===== src/rtl/keypad_pkg.sv =====
// Shared key codes, sizing constants and the keypad matrix map.
package keypad_pkg;

    localparam int unsigned DIGITS_MAX = 4;
    localparam int unsigned ENTRY_W    = 16;
    localparam int unsigned DIGITS_W   = 3;
    localparam int unsigned SNAP_W     = 16;

    localparam logic [3:0] KEY_0    = 4'h0;
    localparam logic [3:0] KEY_1    = 4'h1;
    localparam logic [3:0] KEY_2    = 4'h2;
    localparam logic [3:0] KEY_3    = 4'h3;
    localparam logic [3:0] KEY_4    = 4'h4;
    localparam logic [3:0] KEY_5    = 4'h5;
    localparam logic [3:0] KEY_6    = 4'h6;
    localparam logic [3:0] KEY_7    = 4'h7;
    localparam logic [3:0] KEY_8    = 4'h8;
    localparam logic [3:0] KEY_9    = 4'h9;
    localparam logic [3:0] KEY_A    = 4'hA;
    localparam logic [3:0] KEY_BKSP = 4'hB;
    localparam logic [3:0] KEY_CLR  = 4'hC;
    localparam logic [3:0] KEY_D    = 4'hD;
    localparam logic [3:0] KEY_ENT  = 4'hE;
    localparam logic [3:0] KEY_F    = 4'hF;

    typedef enum logic [1:0] {
        COL0 = 2'd0,
        COL1 = 2'd1,
        COL2 = 2'd2,
        COL3 = 2'd3
    } col_state_e;

    // PmodKYPD legend: rows [1 2 3 A][4 5 6 B][7 8 9 C][0 F E D]
    function automatic logic [3:0] key_code(input logic [1:0] col_idx, input logic [1:0] row_idx);
        logic [3:0] code;
        case ({row_idx, col_idx})
            4'h0:    code = KEY_1;
            4'h1:    code = KEY_2;
            4'h2:    code = KEY_3;
            4'h3:    code = KEY_A;
            4'h4:    code = KEY_4;
            4'h5:    code = KEY_5;
            4'h6:    code = KEY_6;
            4'h7:    code = KEY_BKSP;
            4'h8:    code = KEY_7;
            4'h9:    code = KEY_8;
            4'hA:    code = KEY_9;
            4'hB:    code = KEY_CLR;
            4'hC:    code = KEY_0;
            4'hD:    code = KEY_F;
            4'hE:    code = KEY_ENT;
            default: code = KEY_D;
        endcase
        return code;
    endfunction

endpackage


===== src/rtl/keypad_scanner.sv =====
// Column strobing, row sampling and full-scan debounce; emits one pulse per clean single-key press.
module keypad_scanner
    import keypad_pkg::*;
#(
    parameter int unsigned SCAN_TICKS     = 65536,
    parameter int unsigned DEBOUNCE_SCANS = 4
) (
    input  logic       clk,
    input  logic       rst,
    input  logic [3:0] row,
    output logic [3:0] col,
    output logic       press_valid,
    output logic [3:0] press_code
);

    localparam int unsigned TICK_W  = (SCAN_TICKS > 1) ? $clog2(SCAN_TICKS) : 1;
    localparam int unsigned MATCH_W = $clog2(DEBOUNCE_SCANS + 1);
    localparam logic [TICK_W-1:0]  TICK_LAST = TICK_W'(SCAN_TICKS - 1);
    localparam logic [MATCH_W-1:0] MATCH_MAX = MATCH_W'(DEBOUNCE_SCANS);

    col_state_e          col_state, col_state_nxt;
    logic [TICK_W-1:0]   tick_cnt, tick_nxt;
    logic [11:0]         snap_q, snap_nxt;
    logic [SNAP_W-1:0]   prev_snap, prev_nxt;
    logic [MATCH_W-1:0]  match_cnt, match_nxt;
    logic [SNAP_W-1:0]   stable, stable_nxt;
    logic [3:0]          col_nxt;
    logic                press_valid_nxt;
    logic [3:0]          press_code_nxt;
    logic                col_last;
    logic [SNAP_W-1:0]   full_snap;
    logic                snap_one_hot;
    logic [3:0]          hit_code;

    // Column 3 bits come straight from the rows in its sampling cycle
    assign full_snap    = {~row, snap_q};
    assign col_last     = (tick_cnt == TICK_LAST);
    assign snap_one_hot = (full_snap != '0) && ((full_snap & (full_snap - SNAP_W'(1))) == '0);

    // Bit 4*c+r of a snapshot is column c, row r
    always_comb begin
        hit_code = KEY_0;
        for (int i = 0; i < 16; i++) begin
            if (full_snap[i]) begin
                hit_code = key_code(2'(i / 4), 2'(i % 4));
            end
        end
    end

    always_comb begin
        col_state_nxt   = col_state;
        tick_nxt        = col_last ? '0 : tick_cnt + TICK_W'(1);
        snap_nxt        = snap_q;
        prev_nxt        = prev_snap;
        match_nxt       = match_cnt;
        stable_nxt      = stable;
        press_valid_nxt = 1'b0;
        press_code_nxt  = press_code;
        col_nxt         = 4'b1110;

        if (col_last) begin
            case (col_state)
                COL0: begin
                    snap_nxt[3:0] = ~row;
                    col_state_nxt = COL1;
                end
                COL1: begin
                    snap_nxt[7:4] = ~row;
                    col_state_nxt = COL2;
                end
                COL2: begin
                    snap_nxt[11:8] = ~row;
                    col_state_nxt  = COL3;
                end
                default: begin
                    col_state_nxt = COL0;
                    prev_nxt      = full_snap;
                    if (full_snap == prev_snap) begin
                        match_nxt = (match_cnt == MATCH_MAX) ? match_cnt : match_cnt + MATCH_W'(1);
                    end else begin
                        match_nxt = MATCH_W'(1);
                    end
                    // Press only from an idle stable set; multi-key and key-to-key moves stay silent
                    if (match_nxt >= MATCH_MAX) begin
                        stable_nxt = full_snap;
                        if ((stable == '0) && snap_one_hot) begin
                            press_valid_nxt = 1'b1;
                            press_code_nxt  = hit_code;
                        end
                    end
                end
            endcase
        end

        case (col_state_nxt)
            COL0:    col_nxt = 4'b1110;
            COL1:    col_nxt = 4'b1101;
            COL2:    col_nxt = 4'b1011;
            default: col_nxt = 4'b0111;
        endcase
    end

    always_ff @(posedge clk) begin
        if (rst) begin
            col_state   <= COL0;
            tick_cnt    <= '0;
            snap_q      <= '0;
            prev_snap   <= '0;
            match_cnt   <= '0;
            stable      <= '0;
            col         <= 4'b1110;
            press_valid <= 1'b0;
            press_code  <= KEY_0;
        end else begin
            col_state   <= col_state_nxt;
            tick_cnt    <= tick_nxt;
            snap_q      <= snap_nxt;
            prev_snap   <= prev_nxt;
            match_cnt   <= match_nxt;
            stable      <= stable_nxt;
            col         <= col_nxt;
            press_valid <= press_valid_nxt;
            press_code  <= press_code_nxt;
        end
    end

endmodule


===== src/rtl/keypad_entry.sv =====
// Four-digit decimal keypad entry with backspace, clear and enter-to-commit.
module keypad_entry
    import keypad_pkg::*;
#(
    parameter int unsigned SCAN_TICKS     = 65536,
    parameter int unsigned DEBOUNCE_SCANS = 4
) (
    input  logic        clk,
    input  logic        rst,
    input  logic [3:0]  row,
    output logic [3:0]  col,
    output logic [15:0] entry,
    output logic [2:0]  digits,
    output logic [15:0] key,
    output logic        key_valid
);

    logic                press_valid;
    logic [3:0]          press_code;
    logic [ENTRY_W-1:0]  entry_nxt;
    logic [DIGITS_W-1:0] digits_nxt;
    logic [ENTRY_W-1:0]  key_nxt;
    logic                key_valid_nxt;

    keypad_scanner #(
        .SCAN_TICKS     (SCAN_TICKS),
        .DEBOUNCE_SCANS (DEBOUNCE_SCANS)
    ) u_scanner (
        .clk         (clk),
        .rst         (rst),
        .row         (row),
        .col         (col),
        .press_valid (press_valid),
        .press_code  (press_code)
    );

    always_comb begin
        entry_nxt     = entry;
        digits_nxt    = digits;
        key_nxt       = key;
        key_valid_nxt = 1'b0;

        if (press_valid) begin
            if (press_code <= KEY_9) begin
                // Shift-add times ten; a fifth digit is dropped
                if (digits < DIGITS_W'(DIGITS_MAX)) begin
                    entry_nxt  = (entry << 3) + (entry << 1) + ENTRY_W'(press_code);
                    digits_nxt = digits + DIGITS_W'(1);
                end
            end else begin
                case (press_code)
                    KEY_BKSP: begin
                        if (digits != '0) begin
                            entry_nxt  = entry / ENTRY_W'(10);
                            digits_nxt = digits - DIGITS_W'(1);
                        end
                    end
                    KEY_CLR: begin
                        entry_nxt  = '0;
                        digits_nxt = '0;
                    end
                    KEY_ENT: begin
                        key_nxt       = entry;
                        key_valid_nxt = 1'b1;
                        entry_nxt     = '0;
                        digits_nxt    = '0;
                    end
                    default: ;
                endcase
            end
        end
    end

    always_ff @(posedge clk) begin
        if (rst) begin
            entry     <= '0;
            digits    <= '0;
            key       <= '0;
            key_valid <= 1'b0;
        end else begin
            entry     <= entry_nxt;
            digits    <= digits_nxt;
            key       <= key_nxt;
            key_valid <= key_valid_nxt;
        end
    end

endmodule

===== config.mk =====
export PLATFORM = sky130hd
export DESIGN_NAME = keypad_entry
export DESIGN_NICKNAME = d
export VERILOG_FILES = /design/src/rtl/keypad_pkg.sv /design/src/rtl/keypad_scanner.sv /design/src/rtl/keypad_entry.sv
export SDC_FILE = /design/constraint.sdc
export NUM_CORES = 1
export LEC_CHECK = 0
export ABC_CLOCK_PERIOD_IN_PS = 9000
export CAP_MARGIN = 10
export CORE_ASPECT_RATIO = 0.75
export CORE_UTILIZATION = 63
export CTS_BUF_LIST = sky130_fd_sc_hd__clkbuf_16
export DETAILED_ROUTE_END_ITERATION = 12
export MAX_ROUTING_LAYER = met4
export PLACE_DENSITY_LB_ADDON = 0.1
export SETUP_SLACK_MARGIN = 0.15
export SLEW_MARGIN = 30
export SYNTH_ARGS = -nofsm -noshare
export SYNTH_HDL_FRONTEND = slang
export SYNTH_SLANG_ARGS = --single-unit

===== constraint.sdc =====
create_clock -name clk -period 9 [get_ports clk]
set_input_delay 1.8 -clock clk [delete_from_list [all_inputs] [get_ports clk]]
set_output_delay 1.8 -clock clk [all_outputs]
set_load 0.005 [all_outputs]

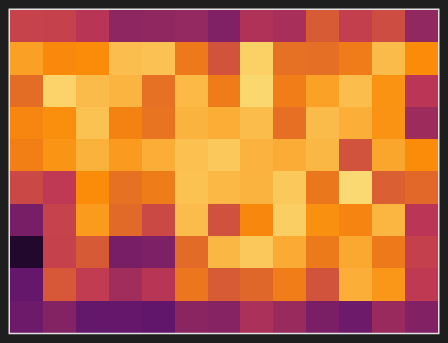
Fig. 1. Placement density heat map.
13 x 10 tiles, from black (low) to pale yellow (high), 0 to 100% covered.
emptiest ninth of the die = lower left
mean over tiles = 65%
tiles over 75% full = 38%
fullest tile = 92%
densest ninth of the die = center
final core occ: 71.68%
Starting Density: 65.85%

==> flow_summary.toml <==
# physical design summary
[run_status]
outcome = "finished clean"

[floorplan]
io_pins = 46
die_x_um = 126.6
core_region_area_mm2 = 0.01115

[setup_path]
reg2reg_to = "entry[0]$_SDFFE_PP0P_"
r2r_cells = 16
start_kind = "flip-flop"
r2r_start = "entry[15]$_SDFFE_PP0P_"
end_kind = "flip-flop"

[clock_network]
clock_path_buffers = 2
h-tree-depth = 3

[global_route]
grt_antenna_before_repair = 0
grt_pass1_wl_mm = 31.13
gr-total-overflow = 0

[final_layout]
nClkBuffers = 9
lay_top_cells = "120 x nor2_1, 111 x nand2_1, 109 x dfxtp_1"
final_net_count = 989
area_delta_synth_final_pct = 8.863
inverters = 32
layout_top_cell = "nor2_1"

[power_and_ir_drop]
ir_drop_uv = 106.4
p_sw_w = 0.0002093
p_comb_share_pct = 2.6
power.share.clock_pct = 42.8
p_int_w = 0.0006858
power_leader = "sequential cells"
p_comb_w = 0.0000234

[synth]
async_flop_share_pct = 0

[run]
maxCapViolCount = 0

[sta]
worstMarginPinSlew_ns = 1.008
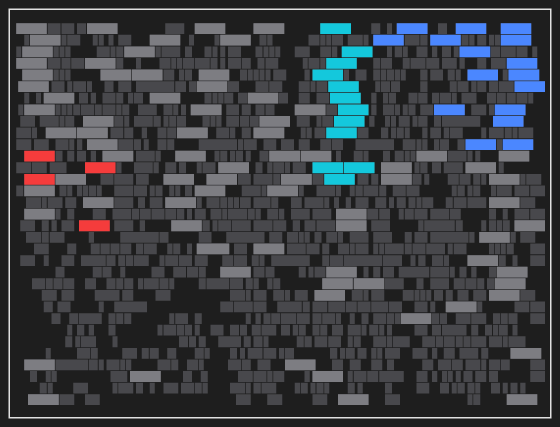
Fig. 2. Sequential cells colored by netlist name.
Other sequential cells in the stronger gray, the rest of the logic in the fainter gray.
cyan -> `u_scanner.snap_q`  # flops 12, where top center
blue -> `u_scanner.stable`  # flops 16, where upper right
red -> `u_scanner.col`  # flops 4, where middle left
not colored = 78
P_seq: 0.000488 W
FF/Latch Area: 0.002203 mm2
Seq area share: 27.57%

## routing by layer
metal | global-route usage (%) | part of all wire, % | vias to the layer above
li1 | - | - | 3403
met1 | 44.54 | 46 | 3295
met2 | 52.72 | 46 | 257
met3 | 4.826 | 6.6 | 21
met4 | 9.036 | 1.1 | 0
met5 | - | 0 | -
## flip-flops by register name, summed over array words and instances (netlist names)
name / count
u_scanner.col_state: 2
u_scanner.snap_q: 12
u_scanner.press_code: 4
u_scanner.press_valid: 1
entry: 16
u_scanner.tick_cnt: 16
u_scanner.stable: 16
u_scanner.col: 4
digits: 3
key: 16
u_scanner.match_cnt: 3
u_scanner.prev_snap: 16
key_valid: 1
## critical path, delay by kind of cell (launching register included)
family          cells  cell delay [ns]
compound gates     11             2.95
flops               1             0.76
simple gates        5             1.69
Power and IR drop assume default switching activity.
